Design hazard_control, sky130hd; sources not shown.
Figure 1. Routing congestion map.
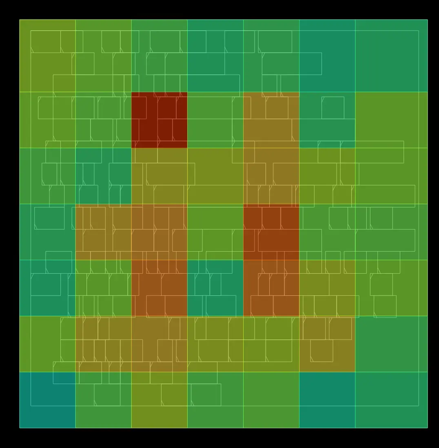
WL/cell: 11.0 µm
fin util: 58.4%
met3 Use GR: 5.45%
global routing's busiest layer: met2

Figure 2. The metal 1 layer.
Bar = 20 µm. Supply wires on this layer in gray. Cells faint in the background.
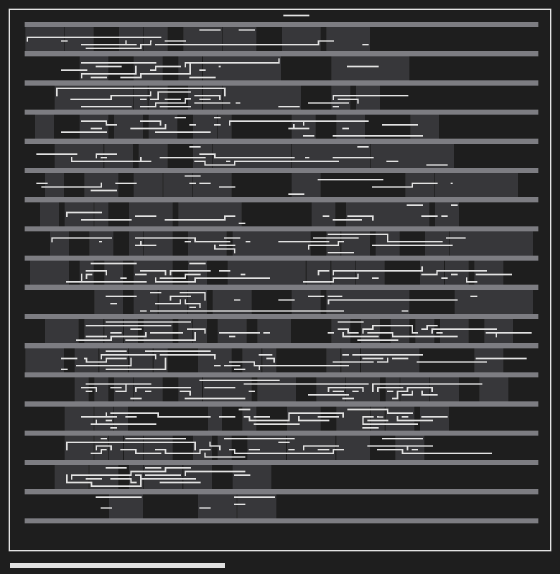
151 nets have wire on it. The longest straight run is 17.9 µm. The wires run mostly horizontal. The layer holds 47% of the routed length. The layer carries 947 µm of wire.
via count: 922
M1 GR Usage: 21.5%
final wirelength: 2000 µm

Figure 3. Signal wires on met2.
Bar = 20 µm. Cells faint in the background.
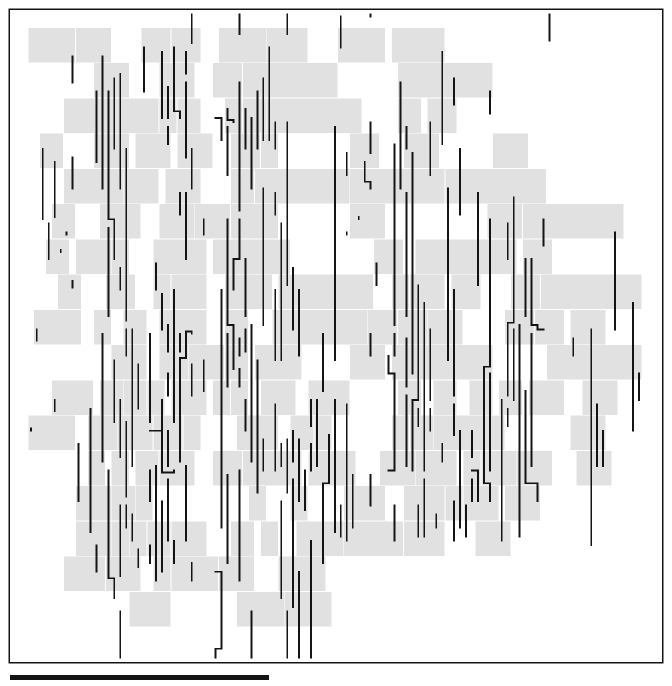
The longest straight run is 18.4 µm. The layer holds 49% of the routed length. The layer carries 982 µm of wire. 144 nets have wire on it. The wires run mostly vertical.
M2 GR Usage: 28.4%

Figure 4. Wiring by layer.
Only two layers are drawn.
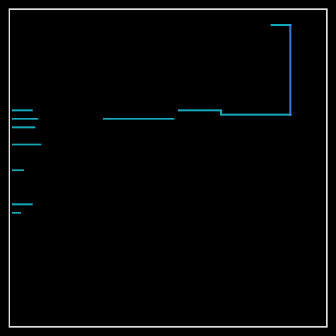
M3: marked cyan, wire length 52.9 µm. M4: marked blue, wire length 14.3 µm.
Total GRT Usage: 17.3%

==> flow_summary.toml <==
# implementation run metrics
[run_status]
status = "finished, violations left"
violations = "negative setup slack"

[power]
power_mw = 0.726
powerDensity_mw_per_mm2 = 563
power.share.sequential_pct = 49.1

[global_routing]
gr-total-overflow = 0
grt_pass1_wl_um = 3330
grt_max_degree = 13
antenna_found_initial = 0

[timing]
rsz0062_at_grt = "true"
clock_skew_ns = 0.00158
tightest_slew_ns = 0.329
setup_viol = 9
worst_slack_ns = -0.508
period_used_pct = 132

[synth]
ff_type = "dfxtp_1"
synth_cells = 109
syn_area_per_cell_um2 = 7.50
yosysWarnings = 0
ys_cells = 109

[clock_network]
htree_levels = 1
root_buffer = "clkbuf_4"
clkLatencyLatePin_ns = 0.27

[worst_setup_path]
slowest_delay_ns = 0.32
cp.arrival_ns = 1.95
cp_slowest_cell = "dfxtp_2"

[floorplanning]
core_mm2 = 0.00221
die_h_um = 50.3
rows = 17

[layout]
diodes = 0
syn2layout_area_growth_pct = 58.0

[worst_hold_path]
hold_depth = 1

[detailed_routing]
route.detailed.drc = 0
dr.first_iter.drc_count = 14
antenna_left = 0

[placement]
dpl_worst_slack_ns = -0.919
placed_cell_area_mm2 = 0.00122

[job]
max_cap_violations = 0
==> per-stage QoR <==
step | hold slack [ns] | util, %
global placement | 0.454 | 55.1
finish | 0.468 | 58.4
detailed placement | 0.462 | 55.1
CTS | 0.474 | 57.9
global route | 0.489 | 58.4
floorplan | 0.232 | -
==> cells in the final DEF, fill, tap and decap left out, types with 4 or more instances in the layout <==
cell type	n
buf_4	28
nand2_1	15
clkdlybuf4s50_1	10
dfxtp_1	9
nor2b_1	8
nor2_1	7
a21oi_1	7
nand3_1	6
nand2b_1	5
dfxtp_2	5
nand3b_1	4
nor3_1	4
buf_2	4
==> cell families after synthesis <==
group | synth area share (%)
multiplexers | 1.23
AND/OR/NAND/NOR | 40.6
buffers and inverters | 3.68
XOR/XNOR | 1.07
AND-OR/OR-AND | 19.1
flip-flops | 34.3
==> final cells by class <==
| cell class | instances | area [µm²] | area share (%) |
|---|---|---|---|
| multi-input cells | 88 | 561 | 43.4 |
| repair buffers | 47 | 379 | 29.4 |
| flip-flops and latches | 14 | 287 | 22.2 |
| clock buffers | 3 | 22.5 | 1.74 |
| inverters | 2 | 7.51 | 0.581 |
| well taps | 28 | 35.0 | 2.71 |
==> synth_stat cells (2+ instances only) <==
master and number:
a21oi_1 7, clkbuf_1 4, dfxtp_1 14, inv_1 2, nand2_1 15, nand2b_1 5, nand3_1 6, nand3b_1 4
nor2_1 7, nor2b_1 9, nor3_1 8, nor3b_1 2, nor4_1 2, o2111ai_1 3, o21ai_0 3, or4_1 2
==> per-layer routing <==
layer	GRT usage (%)	up-vias	wire (µm)
li1	-	487	-
met1	21.5	422	946
met2	28.4	11	981
met3	5.45	2	52
met4	4.63	0	14
met5	0	-	0
==> critical path, delay by kind of cell (launching register included) <==
| family | cells | cell delay, ns |
|---|---|---|
| flops | 1 | 0.32 |
| simple gates | 1 | 0.13 |
| compound gates | 5 | 0.91 |
| buf+inv | 2 | 0.30 |
==> repair_timing <==
action | CTS | global route
endpoints found under the setup margin | 11 | 9
setup buffers | 2 | 0
pin swaps | 8 | 4
gates resized | 31 | 3
==> power groups by stage <==
stage	combinational (mW)	sequential [mW]	clock, mW
2_1_floorplan	0.0763	0.365	0
3_3_place_gp	0.171	0.364	0
3_5_place_dp	0.172	0.364	0
4_1_cts	0.177	0.356	0.198
5_1_grt	0.196	0.357	0.217
6_report	0.179	0.356	0.191
Power figures rest on the tool's default switching activity, not on a simulated workload.
